==> config.mk <==
export PLATFORM = sky130hd
export DESIGN_NAME = arf054b128e1r1w0cbbehraa4acw_bist_addr_seq
export DESIGN_NICKNAME = d
export VERILOG_FILES = /design/src/rtl/arf054b128e1r1w0cbbehraa4acw_bist_pkg.sv /design/src/rtl/arf054b128e1r1w0cbbehraa4acw_bist_decoder.sv /design/src/rtl/arf054b128e1r1w0cbbehraa4acw_bist_addr_seq.sv
export SDC_FILE = /design/constraint.sdc
export NUM_CORES = 1
export LEC_CHECK = 0
export CAP_MARGIN = 20
export CORE_MARGIN = 3
export CORE_UTILIZATION = 37
export DETAILED_ROUTE_END_ITERATION = 10
export HOLD_SLACK_MARGIN = 0.02
export PLACE_DENSITY = 0.74
export SYNTH_ARGS = -nofsm -noshare
export SYNTH_HDL_FRONTEND = slang
export SYNTH_SLANG_ARGS = --single-unit
==> constraint.sdc <==
create_clock -name clk -period 6.45 [get_ports clk]
set_input_delay 1.29 -clock clk [delete_from_list [all_inputs] [get_ports clk]]
set_output_delay 1.29 -clock clk [all_outputs]
set_load 0.005 [all_outputs]
==> src/rtl/arf054b128e1r1w0cbbehraa4acw_bist_pkg.sv <==
// Shared types for the register-file BIST address sequencer: FSM states and
// march direction encoding.
package arf054b128e1r1w0cbbehraa4acw_bist_pkg;

   typedef enum logic [1:0] {
      ST_IDLE = 2'd0,
      ST_RUN  = 2'd1,
      ST_DONE = 2'd2
   } bist_state_t;

   // Direction of a march element as presented on the dir input.
   localparam logic DIR_UP   = 1'b0;
   localparam logic DIR_DOWN = 1'b1;

endpackage

==> src/rtl/arf054b128e1r1w0cbbehraa4acw_bist_decoder.sv <==
// Binary-to-one-hot decoder. Output lines above the highest reachable code
// simply never fire, so non-power-of-two depths need no special casing.
module arf054b128e1r1w0cbbehraa4acw_bist_decoder #(
   parameter int IN_WIDTH  = 7,
   parameter int OUT_WIDTH = 128
) (
   input  logic [IN_WIDTH-1:0]  code,
   output logic [OUT_WIDTH-1:0] onehot
);

   // One comparator per output line.
   genvar gi;
   generate
      for (gi = 0; gi < OUT_WIDTH; gi++) begin : g_dec
         assign onehot[gi] = (code == IN_WIDTH'(gi));
      end
   endgenerate

endmodule

==> src/rtl/arf054b128e1r1w0cbbehraa4acw_bist_addr_seq.sv <==
// BIST address sequencer: walks all DEPTH entries of the array in one march
// element (ascending or descending), repeating each address num_ops+1 times,
// with stall (adv=0) and abort. Every output is a flop, computed from the
// next-state values so addr, sel and the flags line up in the same cycle.
module arf054b128e1r1w0cbbehraa4acw_bist_addr_seq
   import arf054b128e1r1w0cbbehraa4acw_bist_pkg::*;
#(
   parameter int DEPTH      = 128,
   parameter int ADDR_WIDTH = $clog2(DEPTH),
   parameter int OPS_WIDTH  = 2
) (
   input  logic                  clk,
   input  logic                  rst,
   input  logic                  start,
   input  logic                  abort,
   input  logic                  dir,
   input  logic [OPS_WIDTH-1:0]  num_ops,
   input  logic                  adv,
   output logic                  busy,
   output logic [ADDR_WIDTH-1:0] addr,
   output logic [DEPTH-1:0]      sel,
   output logic [OPS_WIDTH-1:0]  op_idx,
   output logic                  first_addr,
   output logic                  last_addr,
   output logic                  done
);

   localparam logic [ADDR_WIDTH-1:0] ADDR_LO = '0;
   localparam logic [ADDR_WIDTH-1:0] ADDR_HI = ADDR_WIDTH'(DEPTH - 1);

   bist_state_t           state_reg, state_next;
   logic [ADDR_WIDTH-1:0] addr_reg, addr_next;
   logic [OPS_WIDTH-1:0]  op_idx_reg, op_idx_next;
   logic                  dir_reg, dir_next;
   logic [OPS_WIDTH-1:0]  num_ops_reg, num_ops_next;

   logic [DEPTH-1:0]      sel_reg, sel_next;
   logic                  busy_reg, busy_next;
   logic                  done_reg, done_next;
   logic                  first_reg, first_next;
   logic                  last_reg, last_next;

   logic [DEPTH-1:0]      dec_onehot;
   logic [ADDR_WIDTH-1:0] end_addr;
   logic [ADDR_WIDTH-1:0] first_code, last_code;

   // Decode the address that will be presented next cycle, so sel lands
   // together with addr.
   arf054b128e1r1w0cbbehraa4acw_bist_decoder #(
      .IN_WIDTH  (ADDR_WIDTH),
      .OUT_WIDTH (DEPTH)
   ) u_decoder (
      .code   (addr_next),
      .onehot (dec_onehot)
   );

   // State, datapath and output registers.
   always_ff @(posedge clk) begin
      if (rst) begin
         state_reg   <= ST_IDLE;
         addr_reg    <= '0;
         op_idx_reg  <= '0;
         dir_reg     <= DIR_UP;
         num_ops_reg <= '0;
         sel_reg     <= '0;
         busy_reg    <= 1'b0;
         done_reg    <= 1'b0;
         first_reg   <= 1'b0;
         last_reg    <= 1'b0;
      end else begin
         state_reg   <= state_next;
         addr_reg    <= addr_next;
         op_idx_reg  <= op_idx_next;
         dir_reg     <= dir_next;
         num_ops_reg <= num_ops_next;
         sel_reg     <= sel_next;
         busy_reg    <= busy_next;
         done_reg    <= done_next;
         first_reg   <= first_next;
         last_reg    <= last_next;
      end
   end

   // Final address of the running element depends on the latched direction.
   assign end_addr = (dir_reg == DIR_DOWN) ? ADDR_LO : ADDR_HI;

   // Next-state and counter logic; abort beats start and completion.
   always_comb begin
      state_next   = state_reg;
      addr_next    = addr_reg;
      op_idx_next  = op_idx_reg;
      dir_next     = dir_reg;
      num_ops_next = num_ops_reg;
      if (abort) begin
         state_next = ST_IDLE;
      end else begin
         case (state_reg)
            ST_IDLE: begin
               if (start) begin
                  state_next   = ST_RUN;
                  dir_next     = dir;
                  num_ops_next = num_ops;
                  addr_next    = (dir == DIR_DOWN) ? ADDR_HI : ADDR_LO;
                  op_idx_next  = '0;
               end
            end
            ST_RUN: begin
               if (adv) begin
                  if (op_idx_reg < num_ops_reg) begin
                     op_idx_next = op_idx_reg + OPS_WIDTH'(1);
                  end else begin
                     op_idx_next = '0;
                     if (addr_reg == end_addr) begin
                        // Address stays put: no wrap and no out-of-range code.
                        state_next = ST_DONE;
                     end else if (dir_reg == DIR_DOWN) begin
                        addr_next = addr_reg - ADDR_WIDTH'(1);
                     end else begin
                        addr_next = addr_reg + ADDR_WIDTH'(1);
                     end
                  end
               end
            end
            ST_DONE: state_next = ST_IDLE;
            default: state_next = ST_IDLE;
         endcase
      end
   end

   // Direction-aware first/last codes for the element about to be presented.
   assign first_code = (dir_next == DIR_DOWN) ? ADDR_HI : ADDR_LO;
   assign last_code  = (dir_next == DIR_DOWN) ? ADDR_LO : ADDR_HI;

   // Next values of the registered outputs, all gated by next-busy.
   always_comb begin
      busy_next  = (state_next == ST_RUN);
      done_next  = (state_next == ST_DONE);
      first_next = busy_next && (addr_next == first_code);
      last_next  = busy_next && (addr_next == last_code);
      sel_next   = busy_next ? dec_onehot : '0;
   end

   assign busy       = busy_reg;
   assign addr       = addr_reg;
   assign sel        = sel_reg;
   assign op_idx     = op_idx_reg;
   assign first_addr = first_reg;
   assign last_addr  = last_reg;
   assign done       = done_reg;

endmodule

==> run_1/layer_met1.png <==
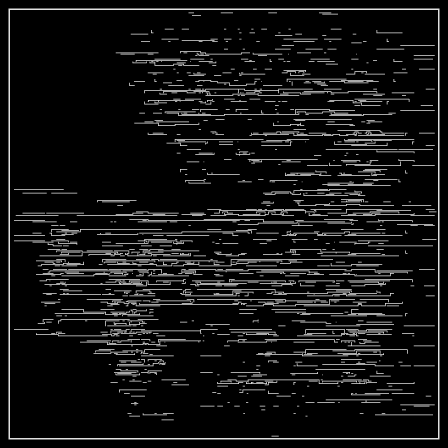
longest straight run: 27.6 um
share of all routed wire: 42%
nets with wire on the layer: 543

==> run_1/layer_met2.png <==
Bar = 20 um.
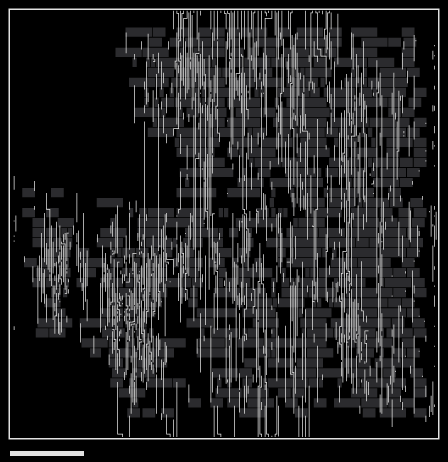
main direction: vertical
wire length on this layer: 6080 um
nets with wire on the layer: 505
longest straight run: 63.6 um
share of all routed wire: 48%

==> run_1/layer_met3.png <==
Bar = 20 um.
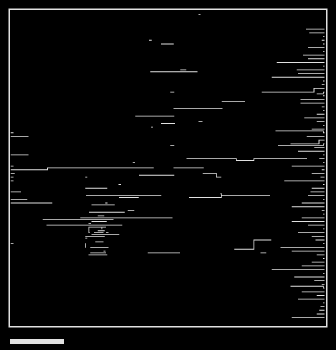
wire length on this layer: 982 um
share of all routed wire: 7.8%
main direction: horizontal

==> run_1/layer_met4.png <==
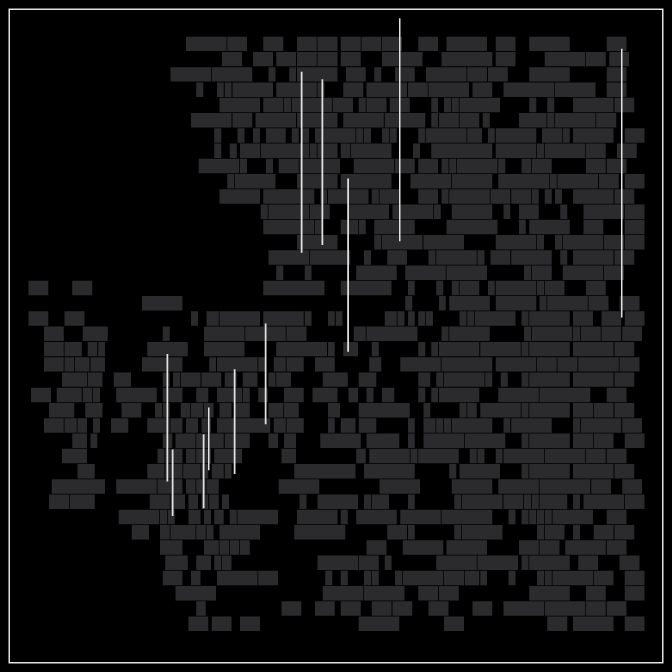
share of all routed wire: 2.2%
main direction: vertical
nets with wire on the layer: 11
longest straight run: 47.6 um

==> flow_summary.toml, run 1 <==
# physical design summary
[worst_setup_path]
worst_setup_path_start_kind = "input pin"
crit_fanout = 16
r2r_slack_ps = 3110
worstReg2RegStart = "addr[0]"
crit_arrival_ps = 4240
worstPathRequired_ps = 6770
r2r-end = "sel[46]"
rr_worst_depth = 8

[final_layout]
area_growth_pct = 48.65
lay_top_cells = "clkdlybuf4s50_1 (148), nor2_1 (147), dfxtp_1 (146)"
design_area_sq_um = 6679
seq_area_sq_um = 2923
largest_register_ffs = 128

[grt]
grt_use_total_pct = 18.72
grt_first_pass_wirelength_mm = 19.22

[timing]
finalHoldViolCount = 0
maxSlewViolCount = 0
finalSetupTns_ps = 0
fin_hold_ws_ps = 474.5
setup_viol = 0
finClkSkew_ps = 7.854

[detailed_routing]
wirelength_mm = 12.54
wl_per_cell_um = 16.90
vias = 3612
drt-initial-drc-count = 272
first_pass_iters = 4

[power]
power.density_nw_per_um2 = 301.9

[placement]
dp_hpwl_mm = 8.981
dpl.cell_count = 710

[clock_tree]
post_cts_resized = 0
clkSinkCount = 146
cts_tree = "done"
cts_post_setup_buffers_inserted = 0
cts_hold_buf = 0

[yosys]
syn_area_sq_um = 4493
synthCells = 436
ys_cells = 436
edf_count = 0
synth-async-reset-ratio_pct = 0
fp_nets = 451

[worst_hold_path]
hold_class = "flop to flop"

[flow_run]
maxCapViolCount = 0

[die]
die_h_um = 116.2
fp.coreArea_sq_um = 11660
fp-utilization_pct = 38.53

[run_status]
outcome = "completed"
[run 1: power breakdown]
| group | internal, W | switching [W] |
|---|---|---|
| Sequential | 0.000908 | 0.00000888 |
| Combinational | 0.0000368 | 0.0000698 |
| Clock | 0.000629 | 0.000363 |
[run 1: Yosys cell counts, types with 3 or more instances]
| master | instances | area (sq um) |
|---|---|---|
| nor2_1 | 147 | 551.8 |
| dfxtp_1 | 146 | 2923 |
| nand2_1 | 19 | 71.32 |
| a21oi_1 | 12 | 60.06 |
| buf_2 | 9 | 45.04 |
| clkbuf_1 | 6 | 22.52 |
| ha_1 | 6 | 75.07 |
| nand3_1 | 6 | 30.03 |
| o21ai_0 | 6 | 30.03 |
| nand2_2 | 5 | 31.28 |
| nand2b_1 | 5 | 31.28 |
| nand3b_1 | 5 | 37.54 |
| inv_1 | 4 | 15.01 |
| nor3_1 | 3 | 15.01 |
| nor3_2 | 3 | 30.03 |
| nor3b_1 | 3 | 22.52 |
| nor3b_2 | 3 | 37.54 |
| or3_1 | 3 | 18.77 |
| xnor2_1 | 3 | 26.28 |
| xor2_1 | 3 | 26.28 |
[run 1: metal layers]
layer,part of all wire [%],wire (um),GRT usage (%)
met3,7.8,981,5.907
met2,48,6076,32.26
met4,2.2,272,6.806
met5,0,0,0
met1,42,5208,21.95
[run 1: kinds of logic after synthesis]
group / after synthesis / synth area share [%]
buffers and inverters: 21 / 2.255
muxes: 2 / 0.4734
xor gates and xnor gates: 6 / 1.170
DFF: 146 / 65.05
adders and majority gates: 7 / 2.116
and+or+nand+nor: 216 / 22.06
AOI/OAI and AO/OA: 38 / 6.878
[run 1: final cells by class]
type / count / share of cell area, %
Inverter: 4 / 0.2248
Tap cell: 143 / 2.679
Sequential cell: 146 / 43.76
Clock inverter: 12 / 2.323
Clock buffer: 20 / 6.838
Multi-Input combinational cell: 269 / 21.99
Timing Repair Buffer: 148 / 22.18
[run 1: how the worst min path moves through the flow]
stage | depth (start not counted) | to | from | slack, ps
floorplan | 2 | num_ops_reg[1] | num_ops_reg[1] | 430
CTS | 2 | num_ops_reg[0] | num_ops_reg[0] | 470
global route | 2 | num_ops_reg[0] | num_ops_reg[0] | 510
detailed placement | 2 | num_ops_reg[0] | num_ops_reg[0] | 460
global placement | 2 | num_ops_reg[0] | num_ops_reg[0] | 460
finish | 2 | num_ops_reg[0] | num_ops_reg[0] | 470
[run 1: stage by stage]
stage          power (W)  utilization, %
2_1_floorplan   0.001003               -
3_3_place_gp    0.001040           52.02
3_5_place_dp    0.001042           52.02
4_1_cts         0.002025           57.27
5_1_grt         0.002073           57.27
6_report        0.002016           57.27
[run 1: critical path: stages]
cell	delay, ps
clkdlybuf4s50_1	510
o21ai_0	170
nor2_1	460
a31oi_2	240
a21o_1	240
a21oi_1	320
nand3b_1	710
nor2_1	290
==> run_1/congestion.png <==
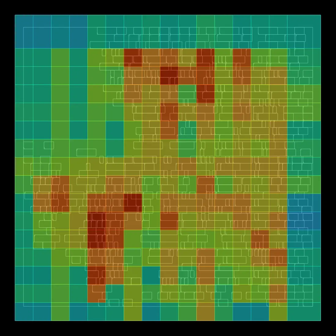

==> run 2, diff against run 1 <==
Clock period 6.45 ns to 3.8 ns, I/O delays scaled along.
==> run_2/congestion.png <==
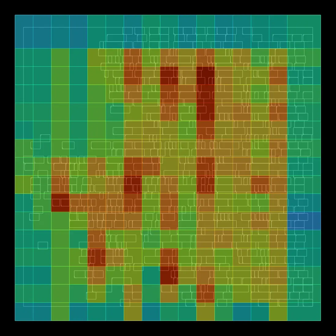
gr usage total: 18.93%
met2 Use GR: 32.60%
GRT met3 Usage: 4.715%
Layout Utilization: 57.98%

==> flow_summary.toml, run 2 <==
# physical design summary
[power]
internal-power_w = 0.002707
clockPowerShare_pct = 49.0
power_frac_comb_pct = 5.6
power.density_nw_per_um2 = 506.3
p_leak_nw = 2.480
switching_share_pct = 20.92
switchingPower_w = 0.0007162
seqPwrFrac_pct = 45.5

[placement]
place_ws_ps = 387.2
dp_hpwl_mm = 9.111
dpl_cell_area_sq_um = 6162
gp_congestion = 0.8193

[worst_setup_path]
crit_arrival_ps = 3380
worstPathRequired_ps = 4130
setup.worst_path.end_class = "flop"
crit_fanout = 8
r2r_slack_ps = 790
worst_setup_path_start_kind = "input pin"
rr_worst_depth = 8

[final_layout]
drive_above_1_share_pct = 9.524
design_area_sq_um = 6761
lay_top_count = "clkdlybuf4s50_1"
area_growth_pct = 50.49
largest_register_ffs = 128
nets = 612
lay_top_cells = "clkdlybuf4s50_1 (148), nor2_1 (147), dfxtp_1 (146)"
n_fill_cell = 982

[timing]
finalHoldViolCount = 0
worst_pin_slew_ps = 577.6
setup_viol = 0
fin_hold_ws_ps = 457.2
finalSetupTns_ps = 0
finClkSkew_ps = 7.437
maxSlewViolCount = 0
rsz0062_at_grt = "no"
finalCriticalPeriod_ps = 3045
slew_headroom_pct = 61.20

[clock_tree]
cts-buffers-inserted = 17
clkSinkCount = 146
cts_tree = "done"
cts_hold_buf = 0
post_cts_resized = 0
cts_post_setup_buffers_inserted = 0
clkLatencyLatePin_ps = 410

[yosys]
ys_types = 52
synth-area-yosys_sq_um = 4493
synthCells = 436
fp_nets = 451
synth.top_cell.area_share_pct = 65.05
synth_top_cell_by_area = "dfxtp_1"
syn_area_sq_um = 4493
netlist_top_cells_count = "nor2_1 (147), dfxtp_1 (146), nand2_1 (19)"
ys_cells = 436
synth-async-reset-ratio_pct = 0
ff_type = "dfxtp_1"
edf_count = 0
yosys_warnings = 0
top_cells_by_area = "dfxtp_1 (65%), nor2_1 (12%), ha_1 (1.7%)"
synth.most_common_cell = "nor2_1"

[detailed_routing]
wl_per_cell_um = 16.42
vias = 3648
wirelength_mm = 12.35
drt-initial-drc-count = 261
drc = 0
first_pass_iters = 5

[die]
io_pins = 149
fp-utilization_pct = 38.53
fp.coreArea_sq_um = 11660
die_h_um = 116.2

[grt]
grt_first_pass_wirelength_mm = 19.30
grt_max_degree = 17

[flow_run]
warning_count = 26
maxCapViolCount = 0

[run_status]
outcome = "completed"

[worst_hold_path]
min_path_cells = 2
hold_class = "flop to flop"
run 2: worst max-delay path, cell delays in order:
cell	delay [ps]
clkdlybuf4s50_1	490
or4b_1	630
nand2_1	120
a31oi_1	50
a211oi_2	410
nor3b_2	420
nand2_1	320
nor2_1	170
run 2: per-stage QoR:
stage / total power, W / cells / utilization, %
finish: 0.003423 / 752 / 57.98
global route: 0.003538 / 752 / 57.98
CTS: 0.003452 / 752 / 57.98
detailed placement: 0.001779 / 721 / 52.84
global placement: 0.001776 / 721 / 52.84
floorplan: 0.001702 / 436 / -
run 2: cell type report:
class	count	area [sq um]	share of cell area, %
flip-flops and latches	146	2923	43.23
repair buffers	159	1577	23.32
multi-input cells	269	1469	21.72
clock buffers	21	440.4	6.514
well taps	143	178.9	2.646
clock inverters	10	158.9	2.350
inverters	4	15.01	0.2221
run 2: worst paths after layout:
path,from,end
setup / recovery,abort,sel[105]
hold / removal,num_ops_reg[1],num_ops_reg[1]
setup reg to reg,dir_reg,sel[105]
hold reg to reg,num_ops_reg[1],num_ops_reg[1]
run 2: power groups by stage:
stage | Combinational (W) | Sequential [W] | Clock, W
finish | 0.000191 | 0.00156 | 0.00168
global route | 0.000209 | 0.00156 | 0.00177
CTS | 0.000191 | 0.00156 | 0.00170
detailed placement | 0.000190 | 0.00159 | 0
global placement | 0.000186 | 0.00159 | 0
floorplan | 0.000118 | 0.00158 | 0
run 2: layer usage:
metal	global-route usage (%)	vias up	share of wire, %
met5	0	-	0
met4	7.193	0	1.6
met3	4.715	18	6.8
met2	32.60	171	49
met1	22.86	1723	42
li1	-	1736	-
run 2: cells by family after synthesis:
family / Yosys count / synth area share (%)
compound gates: 38 / 6.878
xor+xnor: 6 / 1.170
fa+ha+maj: 7 / 2.116
buf+inv: 21 / 2.255
flops: 146 / 65.05
mux: 2 / 0.4734
simple gates: 216 / 22.06
==> run_2/layer_met2.png <==
Bar = 20 um.
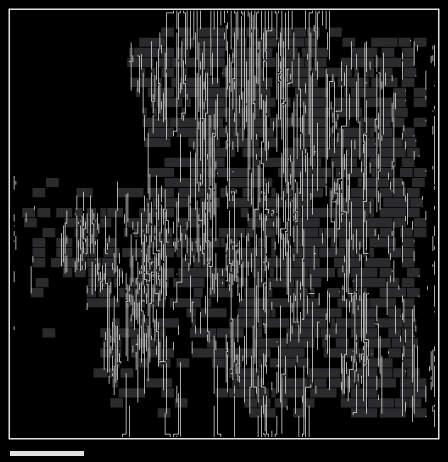

==> run 3, diff against run 2 <==
Clock period 3.8 ns to 3.1 ns, I/O delays scaled along.
==> run_3/layer_met2.png <==
Bar = 20 um.
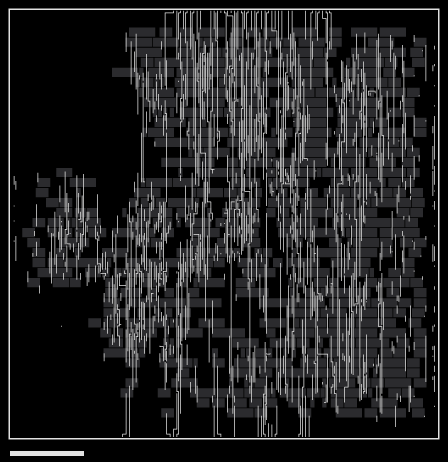
main direction: vertical
wire length on this layer: 5950 um
share of all routed wire: 49%
nets with wire on the layer: 532

==> flow_summary.toml, run 3 <==
# physical design summary
[flow_run]
warning_count = 26
maxCapViolCount = 0

[detailed_routing]
vias = 3645
first_pass_iters = 5
drc = 0

[power]
seqPwrFrac_pct = 45.5
switching_share_pct = 21.74
clockPowerShare_pct = 48.5
p_leak_nw = 2.544

[final_layout]
largest_register_ffs = 128
lay_top_cells = "clkdlybuf4s50_1 (148), nor2_1 (147), dfxtp_1 (145)"
instances_no_fill = 767
n_fill_cell = 915
drive_above_1_share_pct = 12.34
lay_top_count = "clkdlybuf4s50_1"
nets = 627

[yosys]
top_cells_by_area = "dfxtp_1 (65%), nor2_1 (12%), ha_1 (1.7%)"
yosys_warnings = 0
synth_top_cell_by_area = "dfxtp_1"
fp_nets = 451
xor_share_pct = 1.170
mux_share_pct = 0.4734
synthTopLogicFamily = "simple AND/OR/NAND/NOR gates"
synth-area-yosys_sq_um = 4493

[grt]
grt_use_total_pct = 18.38
grt_max_degree = 17

[clock_tree]
cts_post_setup_buffers_inserted = 0
cts_hold_buf = 0
cts-buffers-inserted = 17
clkSinkCount = 146

[timing]
rsz0062_at_grt = "no"
setup_viol = 0
fin_hold_ws_ps = 467.5
maxSlewViolCount = 0
finalCriticalPeriod_ps = 2839
finClkSkew_ps = 9.376

[run_status]
outcome = "completed"

[worst_setup_path]
crit_slowest_cell = "clkdlybuf4s50_1"
crit_arrival_ps = 3170
worst_setup_path_start_kind = "input pin"

[placement]
dpl_cell_area_sq_um = 6262
gp_congestion = 0.8710
place_ws_ps = -129.7

[die]
die_h_um = 116.2
io_pins = 149
[run 3: cell types whose count changed in the layout (fill, tap and decap cells not counted), sizes merged]
cell    previous run  this run
buf               11        26
clkinv             3         5
inv                5         6
bufinv             4         3
clkbuf            21        19
[run 3: layout make-up]
cell class | instances | area, sq um | area share (%)
Clock buffer | 19 | 442.9 | 6.453
Clock inverter | 12 | 157.7 | 2.297
Inverter | 4 | 15.01 | 0.2187
Multi-Input combinational cell | 269 | 1469 | 21.40
Sequential cell | 146 | 2924 | 42.60
Tap cell | 143 | 178.9 | 2.607
Timing Repair Buffer | 174 | 1677 | 24.43
[run 3: layer usage]
metal	vias to the layer above	GRT usage, %	share of wire, %
met5	-	0	0
met4	0	6.187	1.2
met3	9	4.819	7.5
met2	147	31.95	49
met1	1723	22.12	43
li1	1766	-	-
[run 3: kinds of logic (layout without fill, tap and decap cells)]
family                     Yosys count  after routing
xor gates and xnor gates             6              6
and+or+nand+nor                    216            216
buffers and inverters               21            209
muxes                                2              2
adders and majority gates            7              7
DFF                                146            146
AOI/OAI and AO/OA                   38             38
[run 3: final timing paths]
path	start	endpoint	slack (ps)	depth (start not counted)
min	num_ops_reg[0]	num_ops_reg[0]	470	2
max reg2reg	dir_reg	sel[41]	290	8
min reg2reg	num_ops_reg[0]	num_ops_reg[0]	470	2
max	abort	sel[90]	260	9
[run 3: per-stage QoR]
stage	TNS (ps)	utilization, %
4_1_cts	0	58.85
3_5_place_dp	-3261	53.70
6_report	0	58.86
2_1_floorplan	0	-
3_3_place_gp	-329.5	53.70
5_1_grt	0	58.86
[run 3: power groups by stage]
stage | Combinational [W] | Sequential (W) | Clock (W)
2_1_floorplan | 0.000144 | 0.00194 | 0
6_report | 0.000250 | 0.00191 | 0.00203
5_1_grt | 0.000274 | 0.00191 | 0.00215
3_3_place_gp | 0.000245 | 0.00195 | 0
3_5_place_dp | 0.000250 | 0.00195 | 0
4_1_cts | 0.000251 | 0.00191 | 0.00206
[run 3: critical path: cells and delay by family]
family	cells	cell delay, ps
simple gates	6	1730
buf+inv	2	660
compound gates	1	150
Power and IR drop assume default switching activity.
